--- src/rtl/usb_tx_packetizer.sv ---
`default_nettype none
// usb_tx_packetizer: buffers payload bytes and emits USB handshake/data packets
// as a header cycle followed by the payload, one byte per clock.

module usb_tx_packetizer #(
  parameter int MAX_PKT = 64
) (
  input  logic        clk,
  input  logic        rst_n,
  input  logic        wr_valid,
  input  logic [7:0]  wr_data,
  output logic        wr_ready,
  input  logic        flush,
  input  logic        hs_req,
  input  logic [3:0]  hs_pid,
  input  logic        data_req,
  input  logic [3:0]  data_pid,
  output logic        busy,
  output logic        done,
  output logic        pid_err,
  output logic        host_tx_valid,
  output logic [3:0]  host_tx_pid,
  output logic [7:0]  host_tx_data,
  output logic [15:0] host_tx_len
);

  localparam int c_aw = $clog2(MAX_PKT);
  localparam int c_cw = $clog2(MAX_PKT + 1);
  localparam logic [c_cw-1:0] c_max = c_cw'(MAX_PKT);

  typedef enum logic [1:0] {
    S_IDLE    = 2'd0,
    S_HDR     = 2'd1,
    S_PAYLOAD = 2'd2,
    S_DONE    = 2'd3
  } state_t;

  state_t          r_state;
  logic [7:0]      r_buf [0:MAX_PKT-1];
  logic [c_cw-1:0] r_count;
  logic [c_cw-1:0] r_len;
  logic [c_cw-1:0] r_rd_ptr;
  logic            r_is_data;
  logic            r_wr_ready;
  logic            r_busy;
  logic            r_done;
  logic            r_pid_err;
  logic            r_tx_valid;
  logic [3:0]      r_tx_pid;
  logic [7:0]      r_tx_data;
  logic [15:0]     r_tx_len;

  logic            w_hs_ok;
  logic            w_data_ok;
  logic            w_wr_en;
  logic [c_cw-1:0] w_count_nxt;
  logic [c_cw-1:0] w_rd_nxt;
  logic [7:0]      w_rd_byte;

  assign w_hs_ok   = (hs_pid == 4'h2) || (hs_pid == 4'hA) ||
                     (hs_pid == 4'hE) || (hs_pid == 4'h6);
  assign w_data_ok = (data_pid == 4'h3) || (data_pid == 4'hB) ||
                     (data_pid == 4'h7) || (data_pid == 4'hF);

  // r_wr_ready mirrors (count < MAX_PKT) while idle, so it alone gates writes.
  assign w_wr_en     = (r_state == S_IDLE) && wr_valid && r_wr_ready && !flush;
  assign w_count_nxt = flush ? '0 : (w_wr_en ? r_count + c_cw'(1) : r_count);
  assign w_rd_nxt    = r_rd_ptr + c_cw'(1);
  assign w_rd_byte   = r_buf[w_rd_nxt[c_aw-1:0]];

  always_ff @(posedge clk) begin
    if (w_wr_en) r_buf[r_count[c_aw-1:0]] <= wr_data;
  end

  always_ff @(posedge clk or negedge rst_n) begin
    if (!rst_n) begin
      r_state    <= S_IDLE;
      r_count    <= '0;
      r_len      <= '0;
      r_rd_ptr   <= '0;
      r_is_data  <= 1'b0;
      r_wr_ready <= 1'b0;
      r_busy     <= 1'b0;
      r_done     <= 1'b0;
      r_pid_err  <= 1'b0;
      r_tx_valid <= 1'b0;
      r_tx_pid   <= '0;
      r_tx_data  <= '0;
      r_tx_len   <= '0;
    end else begin
      r_done    <= 1'b0;
      r_pid_err <= 1'b0;
      case (r_state)
        S_IDLE: begin
          r_count    <= w_count_nxt;
          r_wr_ready <= (w_count_nxt < c_max);
          if (hs_req) begin
            if (w_hs_ok) begin
              r_state    <= S_HDR;
              r_is_data  <= 1'b0;
              r_len      <= '0;
              r_wr_ready <= 1'b0;
              r_busy     <= 1'b1;
              r_tx_valid <= 1'b1;
              r_tx_pid   <= hs_pid;
              r_tx_len   <= '0;
              r_tx_data  <= 8'h00;
            end else begin
              r_pid_err <= 1'b1;
            end
          end else if (data_req) begin
            if (w_data_ok) begin
              // A byte accepted in the request cycle is part of the packet.
              r_state    <= S_HDR;
              r_is_data  <= 1'b1;
              r_len      <= w_count_nxt;
              r_wr_ready <= 1'b0;
              r_busy     <= 1'b1;
              r_tx_valid <= 1'b1;
              r_tx_pid   <= data_pid;
              r_tx_len   <= 16'(w_count_nxt);
              r_tx_data  <= 8'h00;
            end else begin
              r_pid_err <= 1'b1;
            end
          end
        end
        S_HDR: begin
          if (r_len == '0) begin
            r_state    <= S_DONE;
            r_done     <= 1'b1;
            r_tx_valid <= 1'b0;
            r_tx_pid   <= '0;
            r_tx_len   <= '0;
            r_tx_data  <= '0;
          end else begin
            r_state   <= S_PAYLOAD;
            r_rd_ptr  <= '0;
            r_tx_data <= r_buf[0];
          end
        end
        S_PAYLOAD: begin
          if (w_rd_nxt == r_len) begin
            r_state    <= S_DONE;
            r_done     <= 1'b1;
            r_tx_valid <= 1'b0;
            r_tx_pid   <= '0;
            r_tx_len   <= '0;
            r_tx_data  <= '0;
          end else begin
            r_rd_ptr  <= w_rd_nxt;
            r_tx_data <= w_rd_byte;
          end
        end
        S_DONE: begin
          r_state  <= S_IDLE;
          r_busy   <= 1'b0;
          r_rd_ptr <= '0;
          if (r_is_data) begin
            r_count    <= '0;
            r_wr_ready <= 1'b1;
          end else begin
            r_wr_ready <= (r_count < c_max);
          end
        end
        default: r_state <= S_IDLE;
      endcase
    end
  end

  assign wr_ready      = r_wr_ready;
  assign busy          = r_busy;
  assign done          = r_done;
  assign pid_err       = r_pid_err;
  assign host_tx_valid = r_tx_valid;
  assign host_tx_pid   = r_tx_pid;
  assign host_tx_data  = r_tx_data;
  assign host_tx_len   = r_tx_len;

endmodule

`default_nettype wire

--- config.mk ---
export PLATFORM = sky130hd
export DESIGN_NAME = usb_tx_packetizer
export DESIGN_NICKNAME = d
export VERILOG_FILES = /design/src/rtl/usb_tx_packetizer.sv
export SDC_FILE = /design/constraint.sdc
export NUM_CORES = 1
export LEC_CHECK = 0
export CAP_MARGIN = 20
export CORE_ASPECT_RATIO = 1.25
export CORE_MARGIN = 5
export CORE_UTILIZATION = 25
export CTS_CLUSTER_SIZE = 16
export DETAILED_ROUTE_END_ITERATION = 7
export GPL_TIMING_DRIVEN = 0
export HOLD_SLACK_MARGIN = 0.08
export MAX_ROUTING_LAYER = met4
export PLACE_DENSITY = 0.51
export SETUP_SLACK_MARGIN = 0.15
export SLEW_MARGIN = 0
export SYNTH_ARGS = -nofsm -noshare
export SYNTH_HDL_FRONTEND = slang
export SYNTH_SLANG_ARGS = --single-unit
--- constraint.sdc ---
create_clock -name clk -period 6.68 [get_ports clk]
set_input_delay 1.336 -clock clk [delete_from_list [all_inputs] [get_ports clk]]
set_output_delay 1.336 -clock clk [all_outputs]
set_load 0.05 [all_outputs]
Run 1, clock routing:
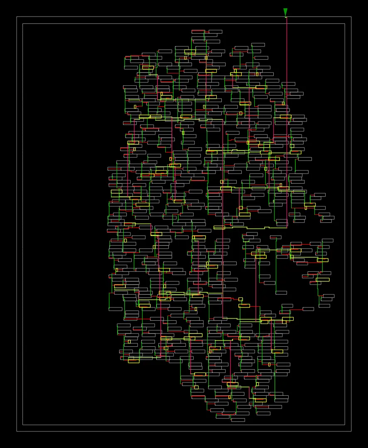
total of clock buffers placed in the layout: 63
clock network power: 0.00296 W
flop count: 560
clock tree sinks: 560

Run 1, wiring by layer:
Drawn at 1 px/um.
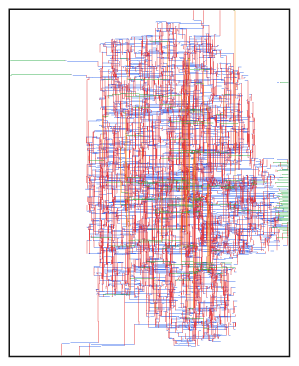
color	layer	wire length
green	met3	2340 um
blue	met1	21.9 mm
orange	met4	1990 um
red	met2	27.5 mm

Run 1, M3 wires:
Drawn at 1 px/um.
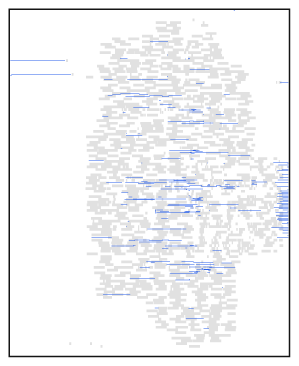
share of all routed wire	4.4%
nets with wire on the layer	130
main direction	horizontal

[run 1: routing by layer]
| metal | share of wire [%] | vias up | GRT usage [%] |
|---|---|---|---|
| met3 | 4.3 | 83 | 1.65 |
| met1 | 41 | 5862 | 13.7 |
| met2 | 51 | 308 | 19.2 |
| met4 | 3.7 | 0 | 4.18 |
| li1 | - | 5011 | - |
| met5 | 0 | - | - |
[run 1: per-stage QoR]
step	setup WS [ns]	power (W)
after floorplan	3.70	0.00579
after global placement	2.40	0.00662
after detailed placement	2.56	0.00663
after CTS	2.75	0.00961
after global routing	2.63	0.00990
final	2.80	0.00947
[run 1: layout make-up]
class | count | share of cell area (%)
Sequential cell | 560 | 62.9
Multi-Input combinational cell | 550 | 21.4
Tap cell | 1187 | 5.63
Clock buffer | 63 | 5.25
Timing Repair Buffer | 54 | 2.25
Buffer | 73 | 1.33
Clock inverter | 33 | 1.19
Inverter | 6 | 0.0854
Antenna cell | 2 | 0.0190
[run 1: placed cells by master (no fill, tap or decap), drive strengths merged, types with 3 or more instances in the layout]
master | synthesis | routed
xor2 | 11 | 11
nand4 | 6 | 6
nor2b | 4 | 4
o211ai | 5 | 5
nor2 | 103 | 103
ha | 7 | 7
clkinv | 0 | 25
a22o | 10 | 10
clkbuf | 28 | 91
a21oi | 16 | 16
and2 | 3 | 3
buf | 45 | 63
clkdlybuf4s50 | 0 | 36
bufinv | 0 | 5
nand2b | 6 | 6
conb | 1 | 9
nand3b | 4 | 4
o22ai | 40 | 40
inv | 6 | 7
o21ai | 7 | 7
edfxtp | 512 | 512
mux4 | 128 | 128
nand2 | 37 | 37
nor4 | 12 | 12
dfrtp | 48 | 48
nor3 | 10 | 10
nand3 | 7 | 7
or2 | 4 | 4
xnor2 | 9 | 9
mux2i | 70 | 70
mux2 | 12 | 12
==> results.cfg, run 1 <==
; physical design summary
[pwr]
seq_power_share_pct = 42.2
internal_power_w = 0.00664
comb_pwr_w = 0.00251
clock_power_share_pct = 31.3
comb_power_share_pct = 26.5
switching_share_pct = 29.9
power_per_cell_area_mw_per_mm2 = 359
sequential_power_w = 0.00400
switching_component_of_the_power_w = 0.00283
ir_worst_vdd_v = 0.000302
leakage_nw = 8.62
power-top-group = sequential cells

[placed_design]
place_inst = 2430
gpl.final_weighted_congestion = 0.882
hpwlAfterDp_um = 36400
cell_area_reported_after_detailed_placement_mm2 = 0.0247
io_buffer_count = 45

[die]
die-area_mm2 = 0.0964
floorplan.io_pins = 55
die_width_um = 279
design.core.area_mm2 = 0.0897
fp.dieH_um = 346
pre_place_util_pct = 25.1
row_count = 123

[drt]
dr_total_vias = 11300
detailedRoute.firstIterationViolations = 923
post_drt_via_cell_ratio = 4.46
drt-wirelength-per-cell_um = 21.2
detail_route.wirelength_um = 53700
drtPass1Iterations = 5
detail-route-antenna-nets = 0
detail_route.drc_violations = 0

[synth]
top_cells_by_count = sky130_fd_sc_hd__edfxtp_1, sky130_fd_sc_hd__mux4_2, sky130_fd_sc_hd__nor2_1
synth.area.top_cells = sky130_fd_sc_hd__edfxtp_1, sky130_fd_sc_hd__mux4_2, sky130_fd_sc_hd__dfrtp_1
synthMuxAreaShare_pct = 16.5
syn-cell-area_mm2 = 0.0226
synth-seq-cells = 560
yosys_warnings = 0
ys_sh_simple_pct = 4.21
synth.yosys.chip_area_mm2 = 0.0226
synth-async-reset-ratio_pct = 8.57
syn_area_per_cell_um2 = 19.1
fa_ha_area_share_pct = 0.388
post-synth-top-count-cell = sky130_fd_sc_hd__edfxtp_1
synth-cells-yosys = 1181
biggest_area_consumer_among_synthesized_cells = sky130_fd_sc_hd__edfxtp_1
ys_sh_aoi_pct = 2.88
ys_types = 55
post_synth_seq_share_pct = 73.5
synthFlopType = sky130_fd_sc_hd__edfxtp_1
netlist_instances = 1181
synthesized_area_fraction_occupied_by_xor_and_xnor_cells_pct = 0.876
yosysTopAreaCellShare_pct = 68.2
number_of_synthesized_flops_with_an_enable_pin = 512
synth.logic.top_family = multiplexers

[clock_tree]
htree_num_levels = 2
clk-insertion-delay-late_ns = 0.60
cts_root_buf = sky130_fd_sc_hd__clkbuf_16
cts-buffers-inserted = 52
clkTransAtPathRegs_ns = 0.07
postCtsSetupRepairBufs = 0
cts-hold-fix-buffers = 0
worst_case_clock_buffer_depth = 3
cts_tree = built
postCtsResizedCells = 0

[setup_path]
crit_path_cell_trace = ha_1, clkbuf_1, clkbuf_1, mux4_2, mux2i_1, o22ai_1, nor4_1, o22ai_1
crit_path_start_kind = flip-flop
crit_path_max_fanout = 10
startpoint = r_rd_ptr[1]
timing.setup.critical_path_class = reg -> reg
r2r_start = r_rd_ptr[1]
timing.critical_path.max_delay_family = buffers and inverters
crit_path_end = host_tx_data[6]
worst-path-stages = 8
rr_worst_depth = 8
crit_path_end_kind = flip-flop
regToRegEndpoint = host_tx_data[6]
max_stage_delay_ns = 0.73
regToRegSetupSlack_ns = 2.80
req_time_crit_path_ns = 7.14
crit_arrival_ns = 4.34
critPathSlowestCell = sky130_fd_sc_hd__clkbuf_1
critical_path_buf_inv_count = 2

[outcome]
run_status = completed

[timing]
rsz0062_at_grt = false
timing.final.hold_violations = 0
final.setup.tns_ns = 0
final.min_clock_period_ns = 3.88
final_max_slew_viol_count = 0
finalClockSkew_ns = 0.0163
final_min_period_over_clock_period_pct = 58.0
finalHoldWorstSlack_ns = 0.482
worst-slew-pin-transition_ns = 1.09
timing.max_slew.rel_slack_pct = 27.3
fmax_ghz = 0.258
finalSetupViolations = 0

[global_routing]
grt_antenna_before_repair = 2
grt_overflow = 0
first_pass_grt_wire_length_um = 79900
first_global_vias = 11800
grt_util_all_layers_pct = 11.3
pin_count_of_the_biggest_net_entering_global_routing = 54

[finish]
final_cell_area_mm2 = 0.0264
syn2layout_area_growth_pct = 16.9
final-comb-area_mm2 = 0.00564
final_layout_size_suffix_gt1_share_pct = 20.2
largest_reg_flops = 512
post-route-util_pct = 29.4
stdcell_count = 2528
area_occupied_by_registers_mm2 = 0.0166
final_net_count = 1326
num-fill-cells = 8744

[min_path]
hold_path_end = host_tx_len[5]
worstHoldPathType = reg -> reg
whs_path_depth = 1
min-delay-start = host_tx_len[5]

[flow_run]
openroad.warnings = 30
timing.max_cap.violations = 0
==> run 2, diff against run 1 <==
clock period = 4.04 ns   (was 6.68 ns; I/O delays follow)
==> run 2 against run 1 <==
Combinational power increased by 65%. Sequential share of layout area about the same. Sequential power increased by 65%. Global-route usage unchanged. Critical endpoint unchanged.
==> results.cfg, run 2 <==
; physical design summary
[outcome]
run_status = completed

[synth]
syn-cell-area_mm2 = 0.0226
synth.yosys.chip_area_mm2 = 0.0226
ys_types = 55
yosys_warnings = 0
synth-seq-cells = 560
synth-async-reset-ratio_pct = 8.57
netlist_instances = 1181
post-synth-top-count-cell = sky130_fd_sc_hd__edfxtp_1
synth-cells-yosys = 1181
yosysTopAreaCellShare_pct = 68.2
number_of_synthesized_flops_with_an_enable_pin = 512
syn_area_per_cell_um2 = 19.1
post_synth_seq_share_pct = 73.5
synthFlopType = sky130_fd_sc_hd__edfxtp_1
biggest_area_consumer_among_synthesized_cells = sky130_fd_sc_hd__edfxtp_1

[finish]
nonClockInverterCount = 6
signal_buffer_area_fraction_pct = 3.58
largest_reg_flops = 512
layout_top_cells_excl_fill_tap = sky130_fd_sc_hd__edfxtp_1, sky130_fd_sc_hd__mux4_2, sky130_fd_sc_hd__nor2_1, sky130_fd_sc_hd__mux2i_1, sky130_fd_sc_hd__clkbuf_16
seq-cell-share_pct = 62.9
final-comb-area_mm2 = 0.00564
insertedDiodeCount = 2
comb_area_share_pct = 21.4
final_cell_area_mm2 = 0.0264
final_net_count = 1326
final_layout_size_suffix_gt1_share_pct = 20.3
post-route-util_pct = 29.4

[global_routing]
grt_util_all_layers_pct = 11.3
first_pass_grt_wire_length_um = 79900
grt_overflow = 0
first_global_vias = 11800
grt_antenna_before_repair = 2

[pwr]
total_power_w = 0.0157
comb_power_share_pct = 26.5
leakage_nw = 8.63
switching_share_pct = 29.9
switching_component_of_the_power_w = 0.00468
ir_worst_vdd_v = 0.000499

[placed_design]
gpl.final_weighted_congestion = 0.882
io_buffer_count = 45
hpwlAfterDp_um = 36400
cell_area_reported_after_detailed_placement_mm2 = 0.0247

[timing]
finalHoldWorstSlack_ns = 0.109
rsz0062_at_grt = false
final.min_clock_period_ns = 3.54
finalSetupViolations = 0
timing.final.hold_violations = 0
fmax_ghz = 0.282

[die]
die-area_mm2 = 0.0964
floorplan.io_pins = 55
taps = 1187

[clock_tree]
cts_tree = built
cts-buffers-inserted = 52
clk-insertion-delay-late_ns = 0.60
postCtsResizedCells = 1

[drt]
wl_met1_um = 21900
detailedRoute.firstIterationViolations = 936
detail_route.drc_violations = 0
detail-route-antenna-nets = 0
wire_length_on_met2_um = 27400

[setup_path]
regToRegEndpoint = host_tx_data[6]
critPathSlowestCell = sky130_fd_sc_hd__clkbuf_1
crit_path_end_kind = flip-flop
timing.setup.critical_path_class = reg -> reg
regToRegSetupSlack_ns = 0.50
timing.critical_path.max_delay_family = buffers and inverters
crit_path_start_kind = flip-flop
startpoint = r_rd_ptr[1]

[min_path]
worstHoldPathType = in -> async
==> run 2: cell counts after synthesis <==
No cell type changed its count.
==> run 2: logic make-up after synthesis <==
group                    Yosys count  share of synthesized area, %
XOR/XNOR                          21                         0.876
multiplexers                     210                          16.5
adder cells (fa/ha/maj)            7                         0.388
buffers and inverters             79                          1.65
other                              1                        0.0166
AND/OR/NAND/NOR                  207                          4.21
AND-OR/OR-AND                     96                          2.88
flip-flops                       560                          73.5
==> run 2: metal layers <==
| metal | vias to the layer above | track usage (%) |
|---|---|---|
| met3 | 85 | 1.65 |
| met2 | 303 | 19.2 |
| met4 | 0 | 4.18 |
| li1 | 5011 | - |
| met5 | - | - |
| met1 | 5823 | 13.7 |
==> run 2: per-stage QoR <==
| step | cells | worst slack, ns |
|---|---|---|
| finish | 2528 | 0.497 |
| global route | 2528 | 0.317 |
| CTS | 2526 | 0.447 |
| detailed placement | 2430 | 0.134 |
| global placement | 2421 | 0.0968 |
| floorplan | 1189 | 1.56 |
==> run 2: power by group through the flow <==
stage | registers (W) | clock network (W) | logic [W]
3_3_place_gp | 0.00674 | 0 | 0.00420
3_5_place_dp | 0.00673 | 0 | 0.00423
5_1_grt | 0.00663 | 0.00526 | 0.00449
6_report | 0.00661 | 0.00490 | 0.00415
4_1_cts | 0.00661 | 0.00504 | 0.00424
2_1_floorplan | 0.00697 | 0 | 0.00261
==> run 2: worst max path at each step <==
| stage | slack, ns | endpoint | depth (start not counted) |
|---|---|---|---|
| detailed placement | 0.13 | host_tx_data[0] | 8 |
| CTS | 0.45 | host_tx_data[0] | 8 |
| floorplan | 1.56 | host_tx_len[0] | 8 |
| global route | 0.32 | host_tx_data[5] | 8 |
| finish | 0.50 | host_tx_data[6] | 8 |
| global placement | 0.1 | host_tx_data[2] | 8 |
Run 2, clock routing:
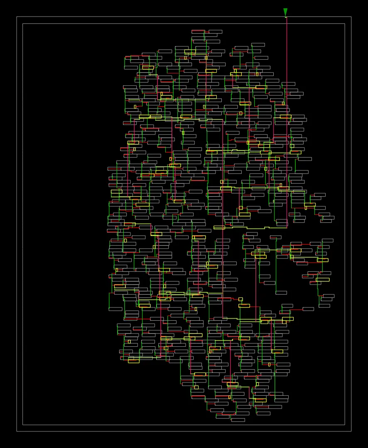
final setup skew: 0.0155 ns
clock network power: 0.00490 W

Run 2, M3 wires:
Drawn at 1 px/um.
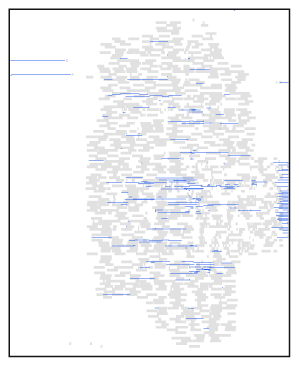
share of all routed wire	4.4%
main direction	horizontal
nets with wire on the layer	130
wire length on this layer	2340 um
longest straight run	59.6 um

==> run 3, diff against run 2 <==
GPL_TIMING_DRIVEN = default   (was 0)
Run 3, wiring by layer:
Drawn at 1 px/um.
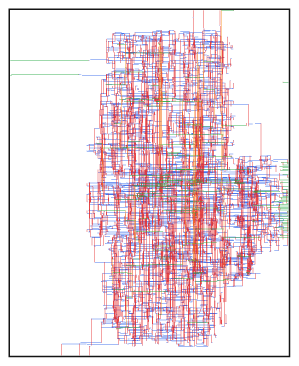
color	layer	wire length
blue	met1	22.0 mm
green	met3	2640 um
red	met2	27.8 mm
orange	met4	2000 um

Run 3, clock routing:
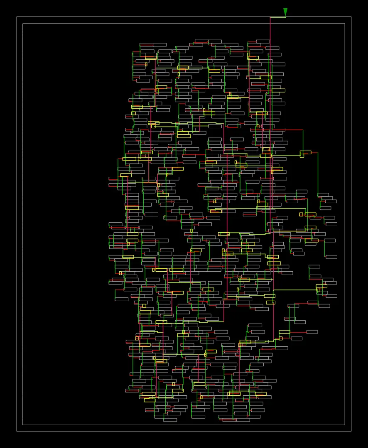
total of clock buffers placed in the layout: 60
total CTS buffers: 52
final setup skew: 0.0156 ns
clock latency reported for the late side of the worst-skew pair: 0.62 ns

==> run 3 against run 2 <==
Register-to-register slack gained 0.37 ns. Die area unchanged. Area after synthesis is the same. Setup slack better by 0.37 ns. Clock-buffer cell count is 3 lower. Cell area grew 1.0%. Wire length is 1.3% higher. Non-clock buffer count is 1 lower. Power grew 1.9%. Fmax grew 12%.
==> results.cfg, run 3 <==
; physical design summary
[min_path]
hold_path_end = host_tx_len[0]
min-delay-start = host_tx_len[0]
worstHoldPathType = reg -> reg
whs_path_depth = 1

[finish]
final_net_count = 1325
largest_reg_flops = 512
syn2layout_area_growth_pct = 18.1
final_layout_size_suffix_gt1_share_pct = 23.4
mostFrequentLayoutCell = sky130_fd_sc_hd__edfxtp_1
post-route-util_pct = 29.7
layout_top_cells_excl_fill_tap = sky130_fd_sc_hd__edfxtp_1, sky130_fd_sc_hd__mux4_2, sky130_fd_sc_hd__nor2_1, sky130_fd_sc_hd__buf_4, sky130_fd_sc_hd__mux2i_1

[synth]
ys_types = 55
synth-cells-yosys = 1181
ys_sh_aoi_pct = 2.88
synth-async-reset-ratio_pct = 8.57
syn-cell-area_mm2 = 0.0226
netlist_instances = 1181
yosys_warnings = 0
ys_sh_simple_pct = 4.21
biggest_area_consumer_among_synthesized_cells = sky130_fd_sc_hd__edfxtp_1
synth.yosys.chip_area_mm2 = 0.0226
fa_ha_area_share_pct = 0.388
top_cells_by_count = sky130_fd_sc_hd__edfxtp_1, sky130_fd_sc_hd__mux4_2, sky130_fd_sc_hd__nor2_1
post-synth-top-count-cell = sky130_fd_sc_hd__edfxtp_1
synthesized_area_fraction_occupied_by_xor_and_xnor_cells_pct = 0.876
synthMuxAreaShare_pct = 16.5
synth-seq-cells = 560
synth.logic.top_family = multiplexers
post_synth_seq_share_pct = 73.5
yosysTopAreaCellShare_pct = 68.2
syn_area_per_cell_um2 = 19.1
synth.area.top_cells = sky130_fd_sc_hd__edfxtp_1, sky130_fd_sc_hd__mux4_2, sky130_fd_sc_hd__dfrtp_1
number_of_synthesized_flops_with_an_enable_pin = 512
synthFlopType = sky130_fd_sc_hd__edfxtp_1

[setup_path]
timing.setup.critical_path_class = reg -> reg
crit_path_end = host_tx_data[4]
startpoint = r_rd_ptr[0]
r2r_start = r_rd_ptr[0]
regToRegSetupSlack_ns = 0.86
crit_arrival_ns = 3.65
regToRegEndpoint = host_tx_data[4]
crit_path_max_fanout = 24
crit_path_start_kind = flip-flop
rr_worst_depth = 7
req_time_crit_path_ns = 4.52
crit_path_end_kind = flip-flop

[placed_design]
hpwlAfterDp_um = 36000
gpl.final_weighted_congestion = 0.808
io_buffer_count = 45

[pwr]
internal_power_w = 0.0112
switching_share_pct = 29.6
sequential_power_w = 0.00664
power_per_cell_area_mw_per_mm2 = 599
comb_pwr_w = 0.00409
switching_component_of_the_power_w = 0.00471
ir_worst_vdd_v = 0.000395
clock_power_share_pct = 32.8
power-top-group = sequential cells
comb_power_share_pct = 25.6
leakage_nw = 8.80
clock_net_power_w = 0.00522
seq_power_share_pct = 41.6

[timing]
final.setup.tns_ns = 0
finalSetupViolations = 0
final_min_period_over_clock_period_pct = 78.6
timing.max_slew.rel_slack_pct = 28.1
finalHoldWorstSlack_ns = 0.490
final_max_slew_viol_count = 0
fmax_ghz = 0.315
rsz0062_at_grt = false
worst-slew-pin-transition_ns = 1.08
timing.final.hold_violations = 0
final.min_clock_period_ns = 3.18

[die]
die_width_um = 279
row_count = 123
design.core.area_mm2 = 0.0897
fp.dieH_um = 346
die-area_mm2 = 0.0964
pre_place_util_pct = 25.1
floorplan.io_pins = 55

[clock_tree]
clock_tree_sinks = 560
cts-hold-fix-buffers = 0
clkTransAtPathRegs_ns = 0.07
cts_root_buf = sky130_fd_sc_hd__clkbuf_16
postCtsResizedCells = 0
cts_tree = built
htree_num_levels = 2
postCtsSetupRepairBufs = 0
worst_case_clock_buffer_depth = 3

[global_routing]
grt.met2_usage_pct = 19.3
grt_util_met1_pct = 13.7
pin_count_of_the_biggest_net_entering_global_routing = 52
grt_util_met3_pct = 1.77
grt_antenna_before_repair = 2
first_pass_grt_wire_length_um = 80400
grt_util_all_layers_pct = 11.3
grt_overflow = 0
grt_most_used_layer = met2
first_global_vias = 11800

[drt]
top_layer_used = met4
wire_length_on_met2_um = 27800
drt-wirelength-per-cell_um = 21.5
detail-route-antenna-nets = 0
detail_route.wirelength_um = 54400
wl_met1_um = 22000
detail_route.drc_violations = 0
wl_met3_um = 2640
post_drt_via_cell_ratio = 4.46
dr_total_vias = 11300
detailedRoute.firstIterationViolations = 807
drtPass1Iterations = 5

[flow_run]
timing.max_cap.violations = 0
openroad.warnings = 30

[outcome]
run_status = completed
[run 3: cell count changes in the layout (fill, tap and decap cells not counted), moves of 5 or more]
cell,before,now
sky130_fd_sc_hd__buf_1,7,0
sky130_fd_sc_hd__buf_2,37,9
sky130_fd_sc_hd__buf_4,9,76
sky130_fd_sc_hd__bufinv_16,5,10
sky130_fd_sc_hd__clkbuf_1,36,8
[run 3: critical path, cell delays in order (launching register included)]
cell	delay (ns)
sky130_fd_sc_hd__dfrtp_4	0.57
sky130_fd_sc_hd__ha_4	0.48
sky130_fd_sc_hd__buf_4	0.40
sky130_fd_sc_hd__mux4_2	0.38
sky130_fd_sc_hd__mux2i_1	0.40
sky130_fd_sc_hd__o22ai_1	0.20
sky130_fd_sc_hd__nor4_1	0.42
sky130_fd_sc_hd__o22ai_1	0.15
[run 3: cells by family after synthesis]
kind of cell | count (synthesis)
AND-OR/OR-AND | 96
XOR/XNOR | 21
adder cells (fa/ha/maj) | 7
buffers and inverters | 79
flip-flops | 560
multiplexers | 210
other | 1
AND/OR/NAND/NOR | 207
[run 3: per-stage QoR]
step	setup slack, ns	instances	power [W]	instance area (um2)
6_report	0.865	2529	0.0160	26600
5_1_grt	0.670	2529	0.0166	26600
4_1_cts	0.831	2525	0.0162	26600
3_5_place_dp	0.606	2427	0.0109	24800
3_3_place_gp	0.646	2427	0.0109	24800
2_1_floorplan	1.56	1189	0.00958	22600
[run 3: cell type report]
| cell class | count | area (um2) |
|---|---|---|
| fillers | 8718 | 63100 |
| flip-flops and latches | 560 | 16600 |
| multi-input cells | 550 | 5670 |
| well taps | 1187 | 1490 |
| clock buffers | 60 | 1330 |
| repair buffers | 126 | 1070 |
| clock inverters | 38 | 483 |
| inverters | 6 | 22.5 |
| diodes | 2 | 5.00 |
Power figures rest on the tool's default switching activity, not on a simulated workload.
